## config.mk

```make
export PLATFORM = sky130hd
export DESIGN_NAME = addr8s_redundant_sched
export DESIGN_NICKNAME = d
export VERILOG_FILES = /design/src/rtl/addr8s_redundant_sched.sv
export SDC_FILE = /design/constraint.sdc
export NUM_CORES = 1
export LEC_CHECK = 0
export CAP_MARGIN = 5
export CORE_MARGIN = 2
export CORE_UTILIZATION = 43
export DETAILED_ROUTE_END_ITERATION = 10
export PLACE_DENSITY = 0.86
export SYNTH_ARGS = -nofsm -noshare
export SYNTH_HDL_FRONTEND = slang
export SYNTH_SLANG_ARGS = --single-unit
```

## constraint.sdc

```tcl
create_clock -name clk -period 2.95 [get_ports clk]
set_input_delay 0.885 -clock clk [delete_from_list [all_inputs] [get_ports clk]]
set_output_delay 0.885 -clock clk [all_outputs]
set_load 0.02 [all_outputs]
```

## src/rtl/addr8s_redundant_sched.sv

```systemverilog
// Time-redundant scheduler sharing one external 8-bit signed adder; optional 2-of-3 vote via ADDR8S_SCHED_VOTE_EN.
// Response 4 cycles after accept (+3 per retry), held until rsp_ready; no new grant until the response is taken.
module addr8s_redundant_sched #(
  parameter int NREQ      = 4,
  parameter int MAX_RETRY = 2
) (
  input  logic              clk,
  input  logic              rst,
  input  logic [NREQ-1:0]   req_valid,
  input  logic [8*NREQ-1:0] req_a,
  input  logic [8*NREQ-1:0] req_b,
  output logic [NREQ-1:0]   req_ready,
  output logic [7:0]        add_a,
  output logic [7:0]        add_b,
  input  logic [8:0]        add_sum,
  output logic              rsp_valid,
  input  logic              rsp_ready,
  output logic [2:0]        rsp_id,
  output logic [8:0]        rsp_sum,
  output logic              rsp_err,
  output logic [2:0]        rsp_retries
);

`ifdef ADDR8S_SCHED_VOTE_EN
  typedef enum logic [2:0] {IDLE, EXEC1, EXEC2, EXEC3, CMP, RESP} state_t;
`else
  typedef enum logic [2:0] {IDLE, EXEC1, EXEC2, CMP, RESP} state_t;
`endif

  state_t     state_q, state_d;
  logic [2:0] rr_ptr_q, rr_ptr_d;
  logic [2:0] id_q, id_d;
  logic [2:0] retry_q, retry_d;
  logic [7:0] a_q, a_d, b_q, b_d;
  logic [8:0] s1_q, s1_d, s2_q, s2_d;
  logic [8:0] sum_q, sum_d;
  logic       err_q, err_d;
`ifdef ADDR8S_SCHED_VOTE_EN
  logic [8:0] s3_q, s3_d;
`endif

  logic [2:0] grant, pick_hi, pick_lo;
  logic       hit_hi;
  logic [7:0] grant_a, grant_b;

  // Round-robin: lowest valid index at or above rr_ptr, else wrap to the lowest valid overall.
  always_comb begin
    pick_hi = '0;
    pick_lo = '0;
    hit_hi  = 1'b0;
    for (int i = NREQ - 1; i >= 0; i--) begin
      if (req_valid[i]) begin
        pick_lo = 3'(i);
        if (3'(i) >= rr_ptr_q) begin
          pick_hi = 3'(i);
          hit_hi  = 1'b1;
        end
      end
    end
    grant   = hit_hi ? pick_hi : pick_lo;
    grant_a = '0;
    grant_b = '0;
    for (int i = 0; i < NREQ; i++) begin
      if (3'(i) == grant) begin
        grant_a = req_a[8*i +: 8];
        grant_b = req_b[8*i +: 8];
      end
    end
  end

  always_ff @(posedge clk) begin
    if (rst) begin
      state_q  <= IDLE;
      rr_ptr_q <= '0;
      id_q     <= '0;
      retry_q  <= '0;
      a_q      <= '0;
      b_q      <= '0;
      s1_q     <= '0;
      s2_q     <= '0;
      sum_q    <= '0;
      err_q    <= 1'b0;
`ifdef ADDR8S_SCHED_VOTE_EN
      s3_q     <= '0;
`endif
    end else begin
      state_q  <= state_d;
      rr_ptr_q <= rr_ptr_d;
      id_q     <= id_d;
      retry_q  <= retry_d;
      a_q      <= a_d;
      b_q      <= b_d;
      s1_q     <= s1_d;
      s2_q     <= s2_d;
      sum_q    <= sum_d;
      err_q    <= err_d;
`ifdef ADDR8S_SCHED_VOTE_EN
      s3_q     <= s3_d;
`endif
    end
  end

  always_comb begin
    state_d   = state_q;
    rr_ptr_d  = rr_ptr_q;
    id_d      = id_q;
    retry_d   = retry_q;
    a_d       = a_q;
    b_d       = b_q;
    s1_d      = s1_q;
    s2_d      = s2_q;
    sum_d     = sum_q;
    err_d     = err_q;
`ifdef ADDR8S_SCHED_VOTE_EN
    s3_d      = s3_q;
`endif
    req_ready = '0;
    add_a     = '0;
    add_b     = '0;
    unique case (state_q)
      IDLE: begin
        if (|req_valid) begin
          for (int i = 0; i < NREQ; i++) begin
            req_ready[i] = (3'(i) == grant);
          end
          id_d    = grant;
          a_d     = grant_a;
          b_d     = grant_b;
          retry_d = '0;
          state_d = EXEC1;
        end
      end
      EXEC1: begin
        add_a   = a_q;
        add_b   = b_q;
        s1_d    = add_sum;
        state_d = EXEC2;
      end
      EXEC2: begin
        // Swapped operands exercise different adder input paths for the same sum.
        add_a   = b_q;
        add_b   = a_q;
        s2_d    = add_sum;
`ifdef ADDR8S_SCHED_VOTE_EN
        state_d = (add_sum != s1_q) ? EXEC3 : CMP;
`else
        state_d = CMP;
`endif
      end
`ifdef ADDR8S_SCHED_VOTE_EN
      EXEC3: begin
        add_a   = a_q;
        add_b   = b_q;
        s3_d    = add_sum;
        state_d = CMP;
      end
`endif
      CMP: begin
        if (s1_q == s2_q) begin
          sum_d   = s1_q;
          err_d   = 1'b0;
          state_d = RESP;
        end
`ifdef ADDR8S_SCHED_VOTE_EN
        else if (s1_q == s3_q) begin
          sum_d   = s1_q;
          err_d   = 1'b0;
          state_d = RESP;
        end else if (s2_q == s3_q) begin
          sum_d   = s2_q;
          err_d   = 1'b0;
          state_d = RESP;
        end
`endif
        else if (retry_q < 3'(MAX_RETRY)) begin
          retry_d = retry_q + 3'd1;
          state_d = EXEC1;
        end else begin
          sum_d   = s1_q;
          err_d   = 1'b1;
          state_d = RESP;
        end
      end
      RESP: begin
        if (rsp_ready) begin
          rr_ptr_d = (id_q == 3'(NREQ - 1)) ? 3'd0 : id_q + 3'd1;
          state_d  = IDLE;
        end
      end
      default: state_d = IDLE;
    endcase
  end

  assign rsp_valid   = (state_q == RESP);
  assign rsp_id      = id_q;
  assign rsp_sum     = sum_q;
  assign rsp_err     = err_q;
  assign rsp_retries = retry_q;

endmodule

```

Run 1, clock network drawn from the DEF:
Scale: 3 px per µm.
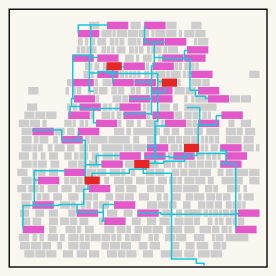
legend:
  red:
    item: clock drivers
    count: 5
  cyan:
    item: clock wires
    length: 655 µm
  magenta:
    item: flip-flops
    count: 54
routed clock nets: 6

Run 1, wiring by layer:
Scale: 6 px per µm.
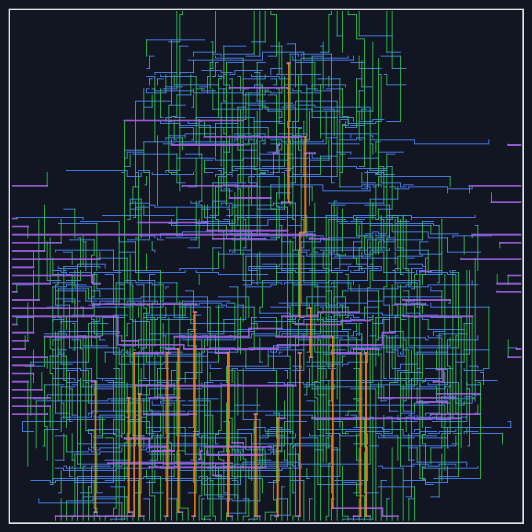
legend:
  green:
    layer: metal 2
    wire_length: 4,660 µm
  orange:
    layer: metal 4
    wire_length: 410 µm
  blue:
    layer: metal 1
    wire_length: 3,810 µm
  purple:
    layer: metal 3
    wire_length: 766 µm

Run 1, clock wiring as the flow saved it:
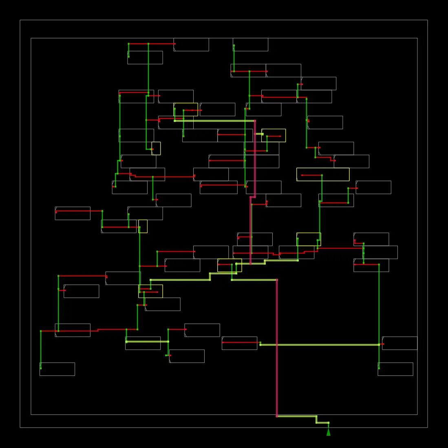
Skew-Pair Late Insertion Delay: 0.32 ns
flop count: 54
Clock Sinks: 54

==> CHANGELOG.md, run 1 <==
## Flow update

- Worst-path cell with the longest stage delay: or3_4
- Critical path's largest stage delay: 0.38 ns
- Worst R2R Path Depth: 6
- Met1 wire length: 3810 µm
- Area post-placement: 4210 µm²
- Setup WS pre-CTS: -0.759 ns
- Outcome: completed
- Core Box Area: 6390 µm²
- Initial antenna violation count: 0
- Tap cell count: 77
- Slew Limit Fails: 0
- Met3 Wirelength: 765 µm
- CP bufs+invs: 3
- Most frequent cells in the layout: clkdlybuf4s50_1, nand2_1, dfxtp_1
- CTS tree: yes
- NumNets Final: 559
- Number of global-route vias before repair: 3,085
- Largest area contributor in the synthesized netlist: dfxtp_1
- Worst Tran Pin Value: 0.572 ns
- Lkg Pwr: 1.66 nW
- Drt wl/cell: 17.4 µm
- Cell variety after synth: 42
- Net Sw Power: 0.000764 W
- Post-route DRC: 0
- Setup Skew: 0.0127 ns
- Gate power share: 37.5%
- Post-layout period usage: 99.3%
- Most Frequent Cell on Critical Path: buf_4
- Chip Area, Yosys: 2850 µm²
- Gr ovfl total: 0
- Worst Setup Path Type: in -> out
- Yosys cell count: 353
- I/O Buffers: 115
- GR Util met1: 31.9%
- Register area: 1080 µm²
Run 1, gate-type map:
Scale: 3 px per µm.
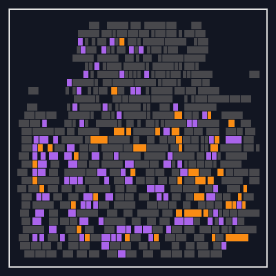

==> inputs of run 2 (changes only) <==
--- a/config.mk
+++ b/config.mk
@@ -10,6 +10,7 @@
 export CORE_UTILIZATION = 43
 export DETAILED_ROUTE_END_ITERATION = 10
 export PLACE_DENSITY = 0.86
+export SETUP_SLACK_MARGIN = 0.3
 export SYNTH_ARGS = -nofsm -noshare
 export SYNTH_HDL_FRONTEND = slang
 export SYNTH_SLANG_ARGS = --single-unit
Run 2, gate-type map:
Scale: 3 px per µm.
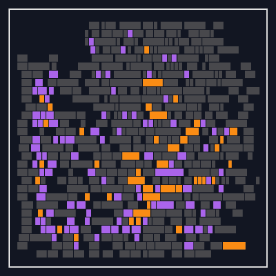
legend:
  orange:
    family: NOR gates
    cells: 44
    most_used: nor3_1
  purple:
    family: inverting AOI/OAI gates
    cells: 97
    most_used: a21oi_1
    where: spread over the die

==> run 2 against run 1 <==
Count of clock-buffer cells in the layout is the same. Global-route usage grew 1.0 points. Area after synthesis is the same. First-iteration DRC count grew 69%. Combinational power grew 13%. Hold slack lost 0.0022 ns. Register-to-register slack lost 0.06 ns. Critical path depth is the same. Sequential cell count is the same. Clock skew is essentially flat. Critical path type unchanged.
==> CHANGELOG.md, run 2 <==
## Flow update

- ANT nets after route: 0 (unchanged)
- Number of global-route vias before repair: 3,273 (was 3,085)
- Gate power share: 40.0% (was 37.5%)
- Most Frequent Cell on Critical Path: buf_6 (was buf_4)
- Met3 Wirelength: 743 µm (was 765 µm)
- NumNets Final: 569 (was 559)
- CTS tree: yes (unchanged)
- Most frequent cells in the layout: clkdlybuf4s50_1, nand2_1, dfxtp_1 (unchanged)
- Initial antenna violation count: 0 (unchanged)
- Drt wl/cell: 18.1 µm (was 17.4 µm)
- Setup WS pre-CTS: -0.865 ns (was -0.759 ns)
- Clock Sinks: 54 (unchanged)
- Core Box Area: 6390 µm² (unchanged)
- Slew Limit Fails: 0 (unchanged)
- Met1 wire length: 4090 µm (was 3810 µm)
- CP bufs+invs: 3 (unchanged)
- Worst Setup Path Type: in -> out (unchanged)
- Outcome: completed (unchanged)
- Flop count: 54 (unchanged)
- Cell variety after synth: 42 (unchanged)
- GR Util met1: 32.6% (was 31.9%)
- Area post-placement: 4300 µm² (was 4210 µm²)
- Largest area contributor in the synthesized netlist: dfxtp_1 (unchanged)
- Post-route DRC: 0 (unchanged)
- Gr ovfl total: 0 (unchanged)
- Yosys cell count: 353 (unchanged)
- Chip Area, Yosys: 2850 µm² (unchanged)
- Worst R2R Path Depth: 6 (unchanged)
- Register area: 1090 µm² (was 1080 µm²)
- Net Sw Power: 0.000817 W (was 0.000764 W)
Run 2, clock network drawn from the DEF:
Scale: 3 px per µm.
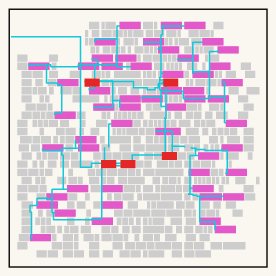
legend:
  magenta:
    item: flip-flops
    count: 54
  cyan:
    item: clock wires
    length: 643 µm
  red:
    item: clock drivers
    count: 5
flops lie: spread over the die
Setup Skew: 0.0131 ns
Power Clock: 0.000519 W
Skew-Pair Late Insertion Delay: 0.31 ns
Clk network pwr share: 22.0%

Run 2, wiring by layer:
Scale: 6 px per µm.
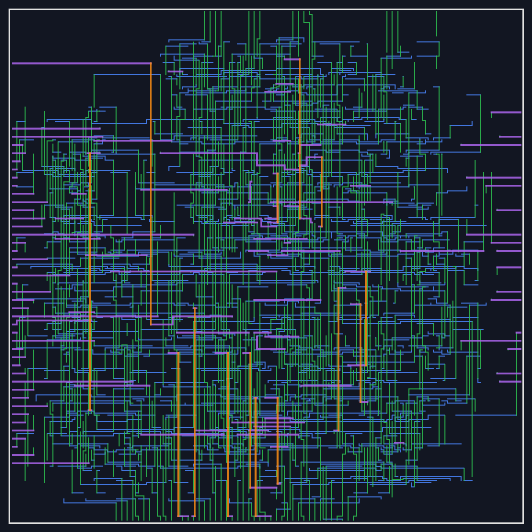

==> inputs of run 3 (changes only) <==
--- a/config.mk
+++ b/config.mk
@@ -8,8 +8,10 @@
 export CAP_MARGIN = 5
 export CORE_MARGIN = 2
 export CORE_UTILIZATION = 43
+export CTS_CLUSTER_SIZE = 28
 export DETAILED_ROUTE_END_ITERATION = 10
 export PLACE_DENSITY = 0.86
+export RECOVER_POWER = 100
 export SETUP_SLACK_MARGIN = 0.3
 export SYNTH_ARGS = -nofsm -noshare
 export SYNTH_HDL_FRONTEND = slang
Run 3, wiring by layer:
Scale: 6 px per µm.
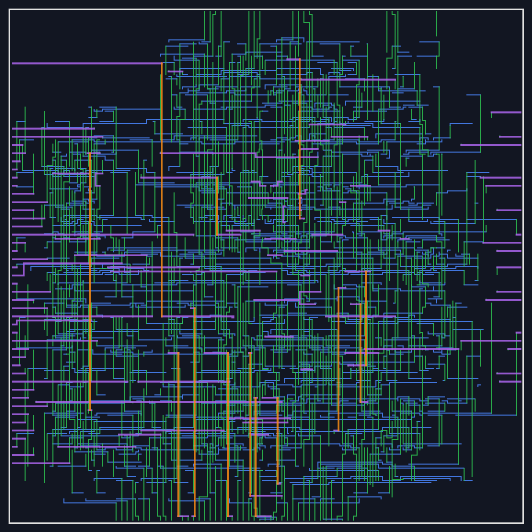
legend:
  orange:
    layer: metal 4
    wire_length: 324 µm
  blue:
    layer: metal 1
    wire_length: 4,070 µm
  green:
    layer: metal 2
    wire_length: 5,030 µm
  purple:
    layer: metal 3
    wire_length: 773 µm
vias: 3,399
WL final: 10,200 µm
GRT Total Usage: 27.0%
drt wl/cell: 18.0 µm

Run 3, clock wiring as the flow saved it:
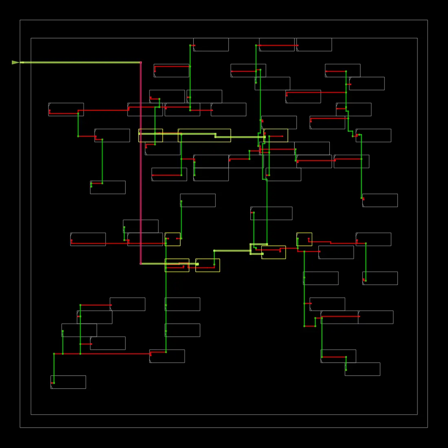
count of clock buffers in the final design: 5
Setup Skew: 0.0137 ns
CTS Buf Count: 5

==> run 3 against run 2 <==
Register-to-register slack about the same. Die size unchanged. Count of clock-buffer cells in the layout unchanged. Fmax decreased by 1.4%. Sequential power is essentially flat. Cell count is the same. Critical endpoint unchanged. Largest power group unchanged.
==> CHANGELOG.md, run 3 <==
## Flow update

- Met1 wire length: 4070 µm (was 4090 µm)
- CP bufs+invs: 3 (unchanged)
- CTS tree: yes (unchanged)
- Worst Tran Pin Value: 1.25 ns (was 0.526 ns)
- Register area: 1090 µm² (unchanged)
- Setup WS pre-CTS: -0.865 ns (unchanged)
- Largest cell class: combinational gates (unchanged)
- Clock Sinks: 54 (unchanged)
- Antenna cell count: 0 (unchanged)
- Most Frequent Cell on Critical Path: buf_6 (unchanged)
- Outcome: completed (unchanged)
- Power Clock: 0.000519 W (about the same)
- Core Box Area: 6390 µm² (unchanged)
- Slew Limit Fails: 0 (unchanged)
- I/O Buffers: 115 (unchanged)
- Lkg Pwr: 1.69 nW (was 1.72 nW)
- Most frequent cells in the layout: clkdlybuf4s50_1, nand2_1, dfxtp_1 (unchanged)
- Mapped Cells: 353 (unchanged)
- Gate power share: 39.6% (was 40.0%)
- Gr ovfl total: 0 (unchanged)
- Met3 Wirelength: 772 µm (was 743 µm)
- Number of global-route vias before repair: 3,273 (unchanged)
- Tap cell count: 77 (unchanged)
- Critical path's largest stage delay: 0.32 ns (was 0.40 ns)
- Initial antenna violation count: 0 (unchanged)
- Cell row count: 29 (unchanged)
- GR Util met1: 32.6% (unchanged)
- NumNets Final: 569 (unchanged)
- Worst-path cell with the longest stage delay: a221oi_2 (was or3_4)
- Worst R2R Path Depth: 6 (unchanged)
- Largest area contributor in the synthesized netlist: dfxtp_1 (unchanged)
- Worst Setup Path Type: in -> out (unchanged)
- Flop count: 54 (unchanged)
- ANT nets after route: 0 (unchanged)
- Cell variety after synth: 42 (unchanged)
- Net Sw Power: 0.000815 W (was 0.000817 W)
- Yosys cell count: 353 (unchanged)
- Post-layout period usage: 97.9% (was 96.5%)
Power figures rest on the tool's default switching activity, not on a simulated workload.
